===== src/rtl/pipe_out_fifo.sv =====
// pipe_out_fifo: first-word-fall-through output FIFO that absorbs an upstream
// shift-register pipeline. stall is raised early enough that the words still
// in flight upstream (up to PipeDepth) always fit into the remaining space.
module pipe_out_fifo #(
   parameter int unsigned DataWidth = 32,
   parameter int unsigned AddrWidth = 3,
   parameter int unsigned PipeDepth = 3
) (
   input  logic                 clk,
   input  logic                 rst,
   input  logic                 din_valid,
   input  logic [DataWidth-1:0] din,
   output logic                 stall,
   output logic                 dout_valid,
   output logic [DataWidth-1:0] dout,
   input  logic                 dout_ready,
   output logic [AddrWidth:0]   count,
   output logic                 overflow
);

   localparam int unsigned Depth = 2 ** AddrWidth;
   localparam int unsigned CntW  = AddrWidth + 1;

   // Reject configurations where in-flight words could overrun the buffer
   generate
      if (Depth < PipeDepth + 2) begin : g_bad_params
         $error("pipe_out_fifo: Depth (2**AddrWidth) must be >= PipeDepth + 2");
      end
   endgenerate

   logic [DataWidth-1:0] mem [Depth];
   logic [AddrWidth-1:0] wr_ptr;
   logic [AddrWidth-1:0] rd_ptr;
   logic [CntW-1:0]      count_next;
   logic                 full_c;
   logic                 pop_c;
   logic                 push_c;
   logic                 drop_c;

   // Push/pop decisions and the post-edge occupancy
   always_comb begin
      full_c     = (count == CntW'(Depth));
      pop_c      = dout_valid & dout_ready;
      push_c     = din_valid & (~full_c | pop_c);
      drop_c     = din_valid & full_c & ~pop_c;
      count_next = count;
      if (push_c && !pop_c) begin
         count_next = count + CntW'(1);
      end else if (pop_c && !push_c) begin
         count_next = count - CntW'(1);
      end
   end

   // Pointers, occupancy, back-pressure and sticky overflow
   always_ff @(posedge clk or posedge rst) begin
      if (rst) begin
         wr_ptr     <= '0;
         rd_ptr     <= '0;
         count      <= '0;
         dout_valid <= 1'b0;
         stall      <= 1'b0;
         overflow   <= 1'b0;
      end else begin
         if (push_c) begin
            wr_ptr <= wr_ptr + AddrWidth'(1);
         end
         if (pop_c) begin
            rd_ptr <= rd_ptr + AddrWidth'(1);
         end
         count      <= count_next;
         dout_valid <= (count_next != '0);
         stall      <= ((CntW'(Depth) - count_next) <= CntW'(PipeDepth));
         if (drop_c) begin
            overflow <= 1'b1;
         end
      end
   end

   // Storage array; contents deliberately survive reset
   always_ff @(posedge clk) begin
      if (push_c) begin
         mem[wr_ptr] <= din;
      end
   end

   // Oldest word falls through with no added latency
   always_comb begin
      dout = mem[rd_ptr];
   end

endmodule


===== config.mk =====
export PLATFORM = sky130hd
export DESIGN_NAME = pipe_out_fifo
export DESIGN_NICKNAME = d
export VERILOG_FILES = /design/src/rtl/pipe_out_fifo.sv
export SDC_FILE = /design/constraint.sdc
export NUM_CORES = 1
export LEC_CHECK = 0
export CORE_MARGIN = 3
export CORE_UTILIZATION = 35
export CTS_CLUSTER_DIAMETER = 120
export DETAILED_ROUTE_END_ITERATION = 10
export GPL_ROUTABILITY_DRIVEN = 0
export GPL_TIMING_DRIVEN = 0
export HOLD_SLACK_MARGIN = 0.15
export PLACE_DENSITY = 0.63
export SLEW_MARGIN = 20
export SYNTH_ARGS = -nofsm -noshare
export SYNTH_HDL_FRONTEND = slang
export SYNTH_SLANG_ARGS = --single-unit

===== constraint.sdc =====
create_clock -name clk -period 8.25 [get_ports clk]
set_input_delay 1.65 -clock clk [delete_from_list [all_inputs] [get_ports clk]]
set_output_delay 1.65 -clock clk [all_outputs]
set_load 0.01 [all_outputs]

Wiring by layer:
Scale: 1.5 px per um. Two of the layers only.
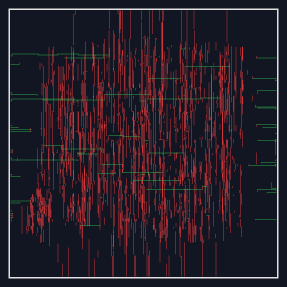
- red: M2 (wire length 11000 um)
- green: M3 (wire length 880 um)
Routed WL: 20550 um
Total GRT Usage: 0.1338

Placement view:
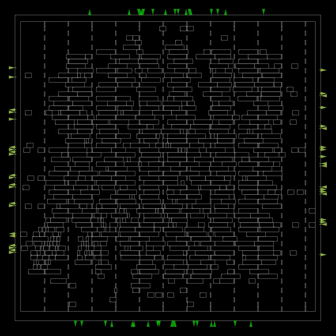
Seq area share: 0.6269
Final Util: 0.4417
Flop Count: 269
final std cells w/o fill: 979
Filler Cells Inserted: 2394

==> cells by family (layout without fill, tap and decap cells) <==
kind of cell,after synthesis,after routing,synth area share
buf+inv,24,165,0.01040
simple gates,42,42,0.02165
xor+xnor,5,5,0.004232
flops,269,269,0.7745
compound gates,11,11,0.007135
mux,98,98,0.1761
fa+ha+maj,5,5,0.006047
==> Yosys cell counts (all sizes together), types with 2 or more instances <==
cell    instances
edfxtp        256
o21a            2
or3             2
clkbuf         11
buf            10
nand3           3
a21oi           2
ha              5
o21ai           3
xnor2           4
inv             3
nor2            9
nand2          16
nor3            3
mux2           32
nand2b          3
dfrtp          13
mux4           64
mux2i           2
==> per-layer routing <==
layer	up-vias	GRT usage
li1	2146	-
met1	2501	0.1648
met2	84	0.2446
met3	28	0.02418
met4	0	0.03043
met5	-	0
==> layout by cell type, fill, tap and decap left out, types with 4 or more instances in the layout <==
cell type	count
mux2_2	32
buf_12	4
dfrtp_1	13
clkinv_2	11
nor2_4	6
mux4_2	64
clkbuf_16	27
clkinv_1	5
buf_4	7
clkbuf_1	12
buf_2	8
nand2_1	15
clkdlybuf4s50_1	74
ha_1	5
buf_6	4
xnor2_1	4
bufinv_16	4
buf_16	4
edfxtp_1	256
==> state kept, by name, summed over array words and instances (netlist names) <==
signal / flops
stall: 1
count: 4
dout_valid: 1
rd_ptr: 3
overflow: 1
mem: 256
wr_ptr: 3
==> power by group through the flow <==
stage	registers (mW)	clock network, mW	logic [mW]
finish	1.77	1.20	1.51
detailed placement	1.80	0	1.55
global placement	1.81	0	1.47
floorplan	1.79	0	0.883
CTS	1.78	1.23	1.56
global route	1.79	1.28	1.64
==> critical path: stages, from the launching register on <==
cell             delay, ns
dfrtp_1               0.39
buf_2                 0.27
clkbuf_1              0.63
mux4_2                0.40
mux2_2                0.31
clkdlybuf4s50_1       0.49
==> metrics.csv <==
metric;value;unit
status;complete, no violations;
comb.multi_input.count;161;
pwr-share-seq;0.395;
first_pass_iters;4;
hold_ws;0.4910;ns
ant_nets;0;
syn-num-nets;495;
dominant_cells;sequential cells;
ioPinCount;75;
finalClockPeriodUsage;0.5647;
setup_tns;0;ns
warnings;28;
overflow;0;
hold_end;overflow$_DFFE_PP0P_;
cp_max_fo;10;
netlist_instances;454;
synth_area;10350;um2
finalCriticalPeriod;4.658;ns
hpwlAfterDp;13470;um
crit_arrival;3.01;ns
dieArea;31660;um2
wl_per_cell;20.99;um
met1_length;8298;um
comb_power_share;0.337;
vias;4759;
hold_buffers;0;
hold_class;register to register;
p_leak;4.136;nW
route.met2.wl;11030;um
buf_share;0.08713;
worstSetupPathType;register to output port;
ys_seq_share;0.7745;
flop_cell;edfxtp_1;
post_cts_buffers;0;
top_cell_area_share;0.7430;
yosys-stat-area;10350;um2
num_rows;62;
r2r_cells;9;
cp-endpoint;dout[5];
areaGrowthSynthToFinish;23.53;%
top_layer;met4;
initial_utilization;0.3576;
hold_depth;1;
critPathRequiredTime;6.60;ns
setup_viol;0;
synth_cell_types;33;
yosys-stat-cells;454;
die_w;177.9;um
drcViolationCount;0;
netSwitchingPower;1.258;mW
yosys.area.top_type;edfxtp_1;
final.setup_skew;0.006937;ns
nClkBuffers;28;
cts_tree;done;
fin_ws;3.592;ns
antenna_found_initial;0;
ys.flops;269;
dieHeight;177.9;um
area_leaders;edfxtp_1 74%, mux4_2 14%, mux2_2 3.5%;
num_antenna_cells;0;
hold_path.startpoint;overflow$_DFFE_PP0P_;
r2r_start;count[0]$_DFF_PP0_;
p_clk_frac;0.268;
comb_area_frac;0.1785;
grt_max_degree;20;
clk_share;0.06902;
cts_resized;0;
cts_made_buffers;27;
crit_start;rd_ptr[1]$_DFFE_PP0N_;
cts_htree_levels;1;
regArea;8013;um2
clkLatencyLatePin;0.52;ns
final-max-slew-violation-count;0;
drive_gt1_frac;0.2958;
worst_slew_pin_slew;0.7745;ns
cts.sinks;269;
well_tap_count;384;
clock_tree.buffer_depth;3;
grt_pass1_wl;31570;um
placed_cells;930;
async_flop_share;0.04833;
cts_root_buffer;clkbuf_16;
finalHoldViolations;0;
r2r_slack;5.44;ns
drt_first_iter_violations;354;
finalInstanceArea;12780;um2
comb_area;2281;um2
fmax;0.2147;GHz
cp-start-kind;register;
synth-edff-count;256;
drv_cap;0;
dp_slack;3.760;ns
rsz0062_at_grt;false;
Power and IR drop assume default switching activity.
